===== src/rtl/alu_share_arbiter_pkg.sv =====
// Shared definitions for the shared-ALU arbiter: opcode encodings, buffer state and
// opcode classification helpers.
package alu_share_arbiter_pkg;

  localparam logic [3:0] ALU_ADD  = 4'b0000;
  localparam logic [3:0] ALU_SUB  = 4'b1000;
  localparam logic [3:0] ALU_SLT  = 4'b0010;
  localparam logic [3:0] ALU_SLTU = 4'b0011;
  localparam logic [3:0] ALU_AND  = 4'b0111;
  localparam logic [3:0] ALU_OR   = 4'b0110;
  localparam logic [3:0] ALU_XOR  = 4'b0100;
  localparam logic [3:0] ALU_SLL  = 4'b0001;
  localparam logic [3:0] ALU_SRL  = 4'b0101;
  localparam logic [3:0] ALU_SRA  = 4'b1101;

  typedef enum logic {
    BufEmpty,
    BufFull
  } buf_state_e;

  function automatic logic is_shift(input logic [3:0] op);
    return op inside {ALU_SLL, ALU_SRL, ALU_SRA};
  endfunction

  function automatic logic is_legal_op(input logic [3:0] op);
    return op inside {ALU_ADD, ALU_SUB, ALU_SLT, ALU_SLTU, ALU_AND, ALU_OR, ALU_XOR,
                      ALU_SLL, ALU_SRL, ALU_SRA};
  endfunction

endpackage


===== src/rtl/alu_share_arbiter_if.sv =====
// Request/response bundle between the requesters/consumer (master) and the arbiter (slave).
interface alu_share_arbiter_if #(
  parameter int unsigned NUM_REQ = 2,
  parameter int unsigned ID_W    = 2
);
  logic [NUM_REQ-1:0]    req_valid_in;
  logic [NUM_REQ-1:0]    req_ready_out;
  logic [NUM_REQ*32-1:0] req_op1_in;
  logic [NUM_REQ*32-1:0] req_op2_in;
  logic [NUM_REQ*4-1:0]  req_opcode_in;
  logic                  rsp_valid_out;
  logic                  rsp_ready_in;
  logic [31:0]           rsp_data_out;
  logic [ID_W-1:0]       rsp_id_out;
  logic                  rsp_err_out;

  modport master (
    output req_valid_in, req_op1_in, req_op2_in, req_opcode_in, rsp_ready_in,
    input  req_ready_out, rsp_valid_out, rsp_data_out, rsp_id_out, rsp_err_out
  );

  modport slave (
    input  req_valid_in, req_op1_in, req_op2_in, req_opcode_in, rsp_ready_in,
    output req_ready_out, rsp_valid_out, rsp_data_out, rsp_id_out, rsp_err_out
  );
endinterface


===== src/rtl/alu_unit.sv =====
// Combinational 32-bit ALU; unsupported opcodes yield zero.
module alu_unit
  import alu_share_arbiter_pkg::*;
(
  input  logic [31:0] op1,
  input  logic [31:0] op2,
  input  logic [3:0]  opcode,
  output logic [31:0] result
);

  always_comb begin
    result = '0;
    case (opcode)
      ALU_ADD:  result = op1 + op2;
      ALU_SUB:  result = op1 - op2;
      ALU_SLT:  result = {32{$signed(op1) < $signed(op2)}};
      ALU_SLTU: result = {32{op1 < op2}};
      ALU_AND:  result = op1 & op2;
      ALU_OR:   result = op1 | op2;
      ALU_XOR:  result = op1 ^ op2;
      ALU_SLL:  result = op1 << op2[4:0];
      ALU_SRL:  result = op1 >> op2[4:0];
      ALU_SRA:  result = $unsigned($signed(op1) >>> op2[4:0]);
      default:  result = '0;
    endcase
  end

endmodule


===== src/rtl/rr_arbiter.sv =====
// Round-robin grant: first valid requester at or after ptr (mod NUM_REQ) wins, one-hot.
module rr_arbiter #(
  parameter int unsigned NUM_REQ = 2
) (
  input  logic [NUM_REQ-1:0]         req,
  input  logic [$clog2(NUM_REQ)-1:0] ptr,
  output logic [NUM_REQ-1:0]         grant
);

  always_comb begin
    logic found;
    grant = '0;
    found = 1'b0;
    for (int unsigned off = 0; off < NUM_REQ; off++) begin
      for (int unsigned i = 0; i < NUM_REQ; i++) begin
        if (!found && req[i] && ((32'(ptr) + off) % NUM_REQ) == i) begin
          grant[i] = 1'b1;
          found    = 1'b1;
        end
      end
    end
  end

endmodule


===== src/rtl/alu_share_arbiter.sv =====
// Shares one ALU among NUM_REQ requesters with round-robin arbitration and a one-entry
// registered result buffer that supports same-cycle drain and refill.
module alu_share_arbiter
  import alu_share_arbiter_pkg::*;
#(
  parameter int unsigned NUM_REQ = 2,
  parameter int unsigned ID_W    = 2
) (
  input logic               clk,
  input logic               rst,
  alu_share_arbiter_if.slave bus
);

  localparam int unsigned PTR_W = $clog2(NUM_REQ);

  buf_state_e         state_q, state_d;
  logic [PTR_W-1:0]   rr_ptr_q, rr_ptr_d;
  logic [NUM_REQ-1:0] grant;
  logic               can_accept, transfer;
  logic [PTR_W-1:0]   win_idx;
  logic [31:0]        win_op1, win_op2, alu_op2, alu_result;
  logic [3:0]         win_opcode;
  logic [31:0]        data_q;
  logic [ID_W-1:0]    id_q;
  logic               err_q;

  rr_arbiter #(.NUM_REQ(NUM_REQ)) u_rr_arbiter (
    .req   (bus.req_valid_in),
    .ptr   (rr_ptr_q),
    .grant (grant)
  );

  always_comb begin
    win_idx    = '0;
    win_op1    = '0;
    win_op2    = '0;
    win_opcode = '0;
    for (int unsigned i = 0; i < NUM_REQ; i++) begin
      if (grant[i]) begin
        win_idx    = PTR_W'(i);
        win_op1    = bus.req_op1_in[32*i +: 32];
        win_op2    = bus.req_op2_in[32*i +: 32];
        win_opcode = bus.req_opcode_in[4*i +: 4];
      end
    end
    // RISC-V shifts only honour the low five bits of the shift amount
    alu_op2 = is_shift(win_opcode) ? {27'b0, win_op2[4:0]} : win_op2;
  end

  alu_unit u_alu_unit (
    .op1    (win_op1),
    .op2    (alu_op2),
    .opcode (win_opcode),
    .result (alu_result)
  );

  assign can_accept = (state_q == BufEmpty) || bus.rsp_ready_in;
  assign transfer   = !rst && can_accept && (|grant);

  always_ff @(posedge clk or posedge rst) begin
    if (rst) begin
      state_q <= BufEmpty;
    end else begin
      state_q <= state_d;
    end
  end

  always_comb begin
    state_d = state_q;
    case (state_q)
      BufEmpty: if (transfer) state_d = BufFull;
      BufFull:  if (bus.rsp_ready_in && !transfer) state_d = BufEmpty;
      default:  state_d = BufEmpty;
    endcase
  end

  always_comb begin
    bus.rsp_valid_out = (state_q == BufFull);
    bus.req_ready_out = (!rst && can_accept) ? grant : '0;
    bus.rsp_data_out  = data_q;
    bus.rsp_id_out    = id_q;
    bus.rsp_err_out   = err_q;
  end

  always_comb begin
    rr_ptr_d = rr_ptr_q;
    if (transfer) begin
      rr_ptr_d = (win_idx == PTR_W'(NUM_REQ - 1)) ? '0 : win_idx + PTR_W'(1);
    end
  end

  // Result registers only load on a transfer so a drained buffer keeps its last value
  always_ff @(posedge clk or posedge rst) begin
    if (rst) begin
      rr_ptr_q <= '0;
      data_q   <= '0;
      id_q     <= '0;
      err_q    <= 1'b0;
    end else begin
      rr_ptr_q <= rr_ptr_d;
      if (transfer) begin
        data_q <= alu_result;
        id_q   <= ID_W'(win_idx);
        err_q  <= !is_legal_op(win_opcode);
      end
    end
  end

endmodule


===== src/flat_wrapper.sv =====
// flat-port wrapper written by rule: the top's interface ports become plain ports
module alu_share_arbiter_flat import alu_share_arbiter_pkg::*;
#(
  parameter int unsigned NUM_REQ = 2,
  parameter int unsigned ID_W    = 2
)
  (clk, rst, bus_req_valid_in, bus_req_op1_in, bus_req_op2_in, bus_req_opcode_in, bus_rsp_ready_in, bus_req_ready_out, bus_rsp_valid_out, bus_rsp_data_out, bus_rsp_id_out, bus_rsp_err_out);
  alu_share_arbiter_if #(.NUM_REQ(NUM_REQ), .ID_W(ID_W)) bus_i ();
  input logic clk;
  input logic rst;
  input wire logic [$bits(bus_i.req_valid_in)-1:0] bus_req_valid_in;
  input wire logic [$bits(bus_i.req_op1_in)-1:0] bus_req_op1_in;
  input wire logic [$bits(bus_i.req_op2_in)-1:0] bus_req_op2_in;
  input wire logic [$bits(bus_i.req_opcode_in)-1:0] bus_req_opcode_in;
  input wire logic [$bits(bus_i.rsp_ready_in)-1:0] bus_rsp_ready_in;
  output wire logic [$bits(bus_i.req_ready_out)-1:0] bus_req_ready_out;
  output wire logic [$bits(bus_i.rsp_valid_out)-1:0] bus_rsp_valid_out;
  output wire logic [$bits(bus_i.rsp_data_out)-1:0] bus_rsp_data_out;
  output wire logic [$bits(bus_i.rsp_id_out)-1:0] bus_rsp_id_out;
  output wire logic [$bits(bus_i.rsp_err_out)-1:0] bus_rsp_err_out;
  assign bus_i.req_valid_in = bus_req_valid_in;
  assign bus_i.req_op1_in = bus_req_op1_in;
  assign bus_i.req_op2_in = bus_req_op2_in;
  assign bus_i.req_opcode_in = bus_req_opcode_in;
  assign bus_i.rsp_ready_in = bus_rsp_ready_in;
  assign bus_req_ready_out = bus_i.req_ready_out;
  assign bus_rsp_valid_out = bus_i.rsp_valid_out;
  assign bus_rsp_data_out = bus_i.rsp_data_out;
  assign bus_rsp_id_out = bus_i.rsp_id_out;
  assign bus_rsp_err_out = bus_i.rsp_err_out;
  alu_share_arbiter #(.NUM_REQ(NUM_REQ), .ID_W(ID_W)) u_core (.clk(clk), .rst(rst), .bus(bus_i));
endmodule

===== config.mk =====
export PLATFORM = sky130hd
export DESIGN_NAME = alu_share_arbiter_flat
export DESIGN_NICKNAME = d
export VERILOG_FILES = /design/src/rtl/alu_share_arbiter_pkg.sv /design/src/rtl/alu_share_arbiter_if.sv /design/src/rtl/alu_unit.sv /design/src/rtl/rr_arbiter.sv /design/src/rtl/alu_share_arbiter.sv /design/src/flat_wrapper.sv
export SDC_FILE = /design/constraint.sdc
export NUM_CORES = 1
export LEC_CHECK = 0
export CORE_MARGIN = 5
export CORE_UTILIZATION = 41
export DETAILED_ROUTE_END_ITERATION = 10
export GPL_TIMING_DRIVEN = 0
export PLACE_DENSITY = 0.64
export SYNTH_ARGS = -nofsm -noshare
export SYNTH_HDL_FRONTEND = slang
export SYNTH_SLANG_ARGS = --single-unit

===== constraint.sdc =====
create_clock -name clk -period 6.7 [get_ports clk]
set_input_delay 1.675 -clock clk [delete_from_list [all_inputs] [get_ports clk]]
set_output_delay 1.675 -clock clk [all_outputs]
set_load 0.02 [all_outputs]

### M1 wires, run 1

Cells faint in the background.
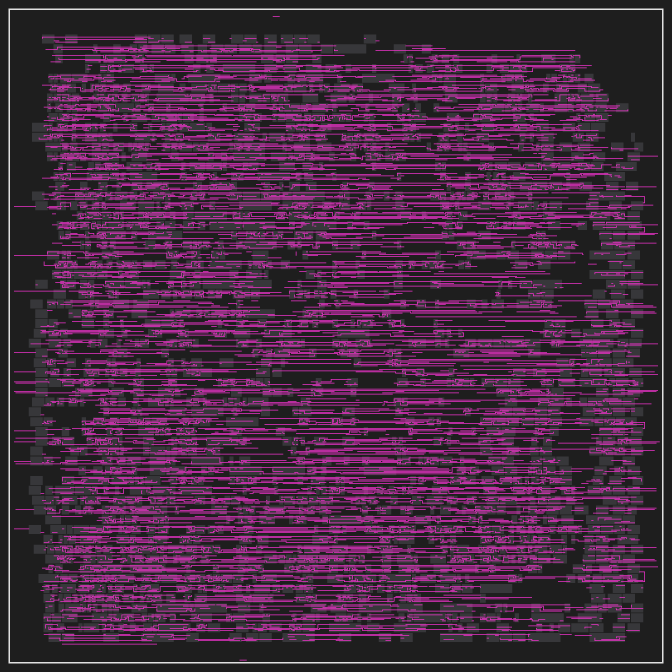
The wires run mostly horizontal. 1938 nets have wire on it. The layer holds 36% of the routed length. The longest straight run is 84.2 um.

### Signal wires on met2, run 1

The bar under the picture is 50 um long.
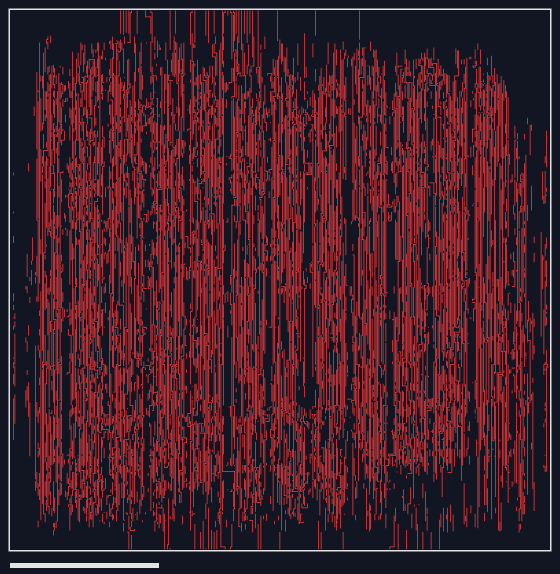
The wires run mostly vertical. The layer holds 41% of the routed length.

==> CHANGELOG.md, run 1 <==
### Implementation results

* Status: finished, violations left
* Violated checks: capacitance limit, slew limit
* First-iteration detailed-routing DRC count at 2601
* Number of enable flip-flop cells at 0
* Max clock buf depth at 2
* Sequential area share after synthesis at roughly 7.5%
* Post-Syn Area at 12000 um2
* # rows at 62
* Die footprint at roughly 33000 um2
* Hold Slack at 0.481 ns
* Via density at between 7 and 8
* Final Skew at around 0.0034 ns
* Layout Nets at 2119
* Core Area at 28800 um2
* Cts bufs inserted at 5
* Pre-antenna DRT Iters at 8
* Post-CTS sizing at 58
* Die height at 181 um
* Largest net degree at the start of global routing at 38
* Met2 wire length at 31.5 mm
* Highest Signal Layer: met4
* Total track usage at ~44%
* Tool warnings at 93
* Worst min-delay path category: reg -> reg
* Yosys Warn Count at 0
* Slew HR at -7.88%
* Met3 wire length at 10.3 mm
* Placed Cells at 2249
* Seq cells post-synth at 36
* Crit-path slowest cell: a2111oi_2
* Layout cells sized above 1 at 12.9%
* Antenna diodes at 0
* IO Count at 179
* PwrDens at ~250 nW/um2
* Setup TNS at 0 ns
* Worst Path Required at 6.93 ns
* Internal power at 1.46 mW
* Syn Nets at 1930
* Max_cap viols at 2
* Width of the chip at around 180 um
* Critical Path AT at 6.84 ns
* Worst-path maximum fanout at 12
* Placement Cell Area at 14200 um2
* Max-slew violations at 15
* Fp util at 41.5%
* I/O Buffers at 176
* DP HPWL at slightly above 60 mm
* Combinational fraction of design power at 83.1%
* Top Usage Layer GRT: met2
* Critical path endpoint category: register
* Leakage power at about 6.1 nW
* # DRC at 0
* Crit share post-route at 98.7%
### Signal wires on met3, run 1

The bar under the picture is 50 um long.
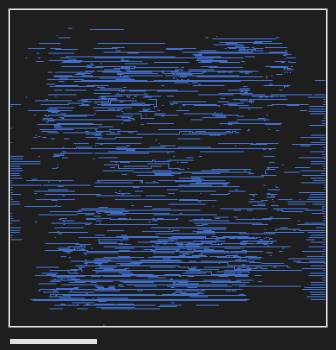
The longest straight run is 125 um. The layer holds 14% of the routed length. The layer carries 10300 um of wire. The wires run mostly horizontal.
Via Count: 16400
WL final: 76.2 mm
GR Util met3: 13.4%

-- run 1: state kept, by name, indices dropped and copies added, names as in the netlist --
signal                    count
u_core.bus.rsp_data_out      32
u_core.bus.rsp_id_out         1
u_core.bus.rsp_err_out        1
u_core.bus.rsp_valid_out      1
u_core.rr_ptr_q               1
-- run 1: synth_stat cells, types with 9 or more instances --
library cell / instances / share of area, %
or2_2: 32 / 1.7
clkbuf_1: 62 / 1.9
a21o_1: 12 / 0.75
nand4_1: 16 / 0.84
a22oi_1: 49 / 3.1
o221ai_1: 10 / 0.73
a31oi_1: 37 / 1.9
o22ai_1: 21 / 1.1
o21ai_0: 119 / 5.0
dfrtp_1: 36 / 7.5
ha_1: 98 / 10
nand2_1: 172 / 5.4
mux2i_1: 132 / 11
nor2b_1: 9 / 0.47
nor4_1: 10 / 0.52
a32oi_2: 12 / 1.6
a22o_1: 13 / 0.95
o21a_1: 11 / 0.69
a211oi_1: 28 / 1.8
nand3_1: 35 / 1.5
nor3_1: 26 / 1.1
a21oi_1: 167 / 7.0
o21ai_1: 10 / 0.42
buf_2: 40 / 1.7
a221oi_1: 20 / 1.5
a222oi_1: 10 / 0.84
o211ai_1: 35 / 2.2
inv_1: 100 / 3.1
a32oi_1: 28 / 2.1
o2111ai_1: 9 / 0.66
buf_6: 11 / 1.0
nor2_1: 102 / 3.2
buf_1: 12 / 0.38
o31ai_1: 19 / 1.2
buf_4: 15 / 0.94
nand2b_1: 14 / 0.73
-- run 1: area by class of cell --
| type | instances | area [um2] |
|---|---|---|
| Buffer | 131 | 758 |
| Clock inverter | 1 | 7.51 |
| Inverter | 107 | 408 |
| Fill cell | 2897 | 14000 |
| Timing Repair Buffer | 191 | 1870 |
| Sequential cell | 36 | 901 |
| Multi-Input combinational cell | 1406 | 10200 |
| Clock buffer | 7 | 143 |
| Tap cell | 384 | 480 |
-- run 1: worst paths after layout --
| check | start | end | depth (start not counted) |
|---|---|---|---|
| min in group asynchronous | rst | u_core.bus.rsp_data_out[5] | 2 |
| worst min-delay path | u_core.bus.rsp_data_out[2] | u_core.bus.rsp_data_out[2] | 2 |
| max in group asynchronous | rst | u_core.bus.rsp_data_out[25] | 2 |
| worst max register to register | u_core.rr_ptr_q | u_core.bus.rsp_data_out[25] | 18 |
| worst max-delay path | bus_req_valid_in[0] | u_core.bus.rsp_data_out[30] | 19 |
| worst min register to register | u_core.bus.rsp_data_out[2] | u_core.bus.rsp_data_out[2] | 2 |
-- run 1: power groups by stage --
stage | sequential, mW | clock (mW) | combinational, mW
2_1_floorplan | 0.406 | 0 | 1.65
3_3_place_gp | 0.352 | 0 | 2.79
3_5_place_dp | 0.352 | 0 | 2.80
4_1_cts | 0.349 | 0.266 | 2.87
5_1_grt | 0.356 | 0.273 | 3.18
6_report | 0.354 | 0.273 | 3.08
-- run 1: cells by family (layout without fill, tap and decap cells) --
group	Yosys count	after routing	synth area share, %
AOI/OAI and AO/OA	702	702	41.9
xor gates and xnor gates	7	7	0.513
adders and majority gates	100	100	10.6
buffers and inverters	247	437	9.35
DFF	36	36	7.53
muxes	141	141	12.0
other	1	1	0.0314
and+or+nand+nor	455	455	18.0
==> run 2: changes to the inputs <==
- PLACE_DENSITY: 0.64 -> 0.68
- REMOVE_ABC_BUFFERS: default -> 1
### Signal wires on met2, run 2

The bar under the picture is 50 um long.
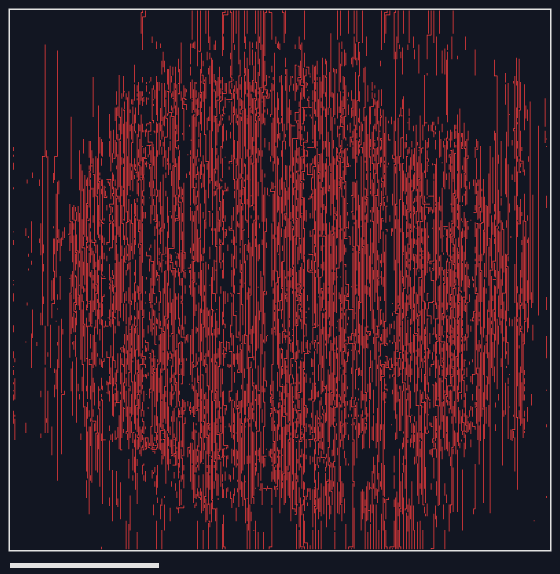
The longest straight run is 104 um. The layer carries 25.3 mm of wire. The wires run mostly vertical. The layer holds 43% of the routed length.

==> run 2 against run 1 <==
Against the previous run: the run now ends clean; hold slack better by 0.0071 ns; non-clock buffer count down 119; global-route usage down 11 points; first-iteration DRC count up 4.3%; synthesized cell count unchanged; sequential power about the same; via count down 7.6%; total power down 9.1%; fmax down 0.79%; critical path depth down 4; combinational power down 11%; critical path type unchanged.
==> CHANGELOG.md, run 2 <==
### Implementation results

* Slew HR at 7.10%
* # rows at 62
* Worst min-delay path category: reg -> reg
* List of most frequent post-synthesis cells: nand2_1 (172), a21oi_1 (167), mux2i_1 (132)
* Yosys Warn Count at 0
* Biggest area cells: mux2i_1 (11%), ha_1 (10%), dfrtp_1 (7.5%), a21oi_1 (7.0%), nand2_1 (5.4%)
* Combinational fraction of design power at about four fifths
* Critical path endpoint category: register
* Layout Nets at 2007
* Antenna diodes at 0
* Layout cells sized above 1 at 8.55%
* Width of the chip at 181 um
* Placed Cells at 2131
* Synth Area in Simple Gates at a little under a fifth
* Yosys top cell by instances: nand2_1
* Top-area cell share at 11.0%
* Max_cap viols at 0
* Placement Cell Area at 13900 um2
* Adder share at 10.6%
* # DRC at 0
* Total track usage at 32.8%
* Max clock buf depth at 2
* Die height at 181 um
* Worst Path Required at 6.92 ns
* Seq cells post-synth at 36
* Status: finished, final reports clean
* PwrDens at 236 nW/um2
* FF-to-FF Start: u_core.rr_ptr_q
* Fp util at 41.5%
* Internal power at 1.39 mW
* Synth mux share at approximately 12%
* Worst-path maximum fanout at 15
* First-iteration detailed-routing DRC count at around 2700
* Post-Syn Area at 12000 um2
* Sequential area share after synthesis at 7.53%
* WL final at around 58 mm
* XOR-XNOR Cells, Area Fraction at 0.513%
* Max reg flops at 32
* Pre-antenna DRT Iters at 9
* Via density at roughly 7.0
* Final Skew at between 0.004 and 0.005 ns
* Via Count at 15100
* Dominant comb cell: AND-OR/OR-AND gates
-- run 2: kinds of logic (layout without fill, tap and decap cells) --
kind of cell / after synthesis / in the layout
other: 1 / 1
AND-OR/OR-AND: 702 / 706
multiplexers: 141 / 141
AND/OR/NAND/NOR: 455 / 458
flip-flops: 36 / 36
adder cells (fa/ha/maj): 100 / 100
XOR/XNOR: 7 / 7
buffers and inverters: 247 / 318
-- run 2: area by class of cell --
class / count / area [um2]
inverter: 107 / 419
clock buffer: 5 / 125
fill: 2906 / 14500
multi-input combinational: 1413 / 10200
clock inverter: 3 / 18.8
tap: 384 / 480
sequential: 36 / 901
timing repair buffer: 203 / 2150
-- run 2: path summary, 6_finish.rpt --
| kind | endpoint | slack, ns |
|---|---|---|
| min | u_core.bus.rsp_data_out[2] | 0.49 |
| min in group asynchronous | u_core.bus.rsp_err_out | 1.61 |
| min reg2reg | u_core.bus.rsp_data_out[2] | 0.49 |
| max reg2reg | u_core.bus.rsp_data_out[23] | 1.14 |
| max | u_core.bus.rsp_data_out[30] | 0.03 |
| max in group asynchronous | u_core.bus.rsp_data_out[30] | 4.60 |
-- run 2: power by group through the flow --
stage                     Sequential (mW)  Clock [mW]  Combinational [mW]
after floorplan                     0.406           0                1.58
after global placement              0.352           0                2.52
after detailed placement            0.352           0                2.58
after CTS                           0.351       0.265                2.62
after global routing                0.359       0.268                2.90
final                               0.354       0.264                2.75
-- run 2: layer usage --
metal | wire, um | global-route usage [%] | vias to the layer above
met5 | 0 | 0 | -
met4 | 2420 | 10.6 | 0
met3 | 7570 | 8.39 | 192
met2 | 25300 | 50.7 | 1121
met1 | 23100 | 44.7 | 7213
li1 | - | - | 6611
-- run 2: worst max-delay path, cell delays in order --
cell and delay, ns:
clkdlybuf4s15_2 0.31, a21boi_4 0.21, buf_4 0.18, buf_4 0.19
a32oi_1 1.04, ha_1 0.61, nand2b_1 0.16, a21oi_1 0.07
nor3_1 0.49, o2111ai_1 0.37, a2111oi_0 0.88, o22ai_1 0.24
xor2_1 0.18, nand2_1 0.07, a41oi_1 0.20
-- run 2: stage by stage --
step	hold WS (ns)	total power, mW
final	0.488	3.37
after global routing	0.521	3.53
after CTS	0.487	3.24
after detailed placement	0.472	2.93
after global placement	0.455	2.87
after floorplan	0.542	1.98
-- run 2: repair_timing --
action | 4_1_cts | 5_1_grt
pin swaps | 3 | 5
gates cloned | 4 | 3
setup buffers | 4 | 1
gates resized | 18 | 9
setup endpoints to repair | 32 | 8
Power and IR drop assume default switching activity.
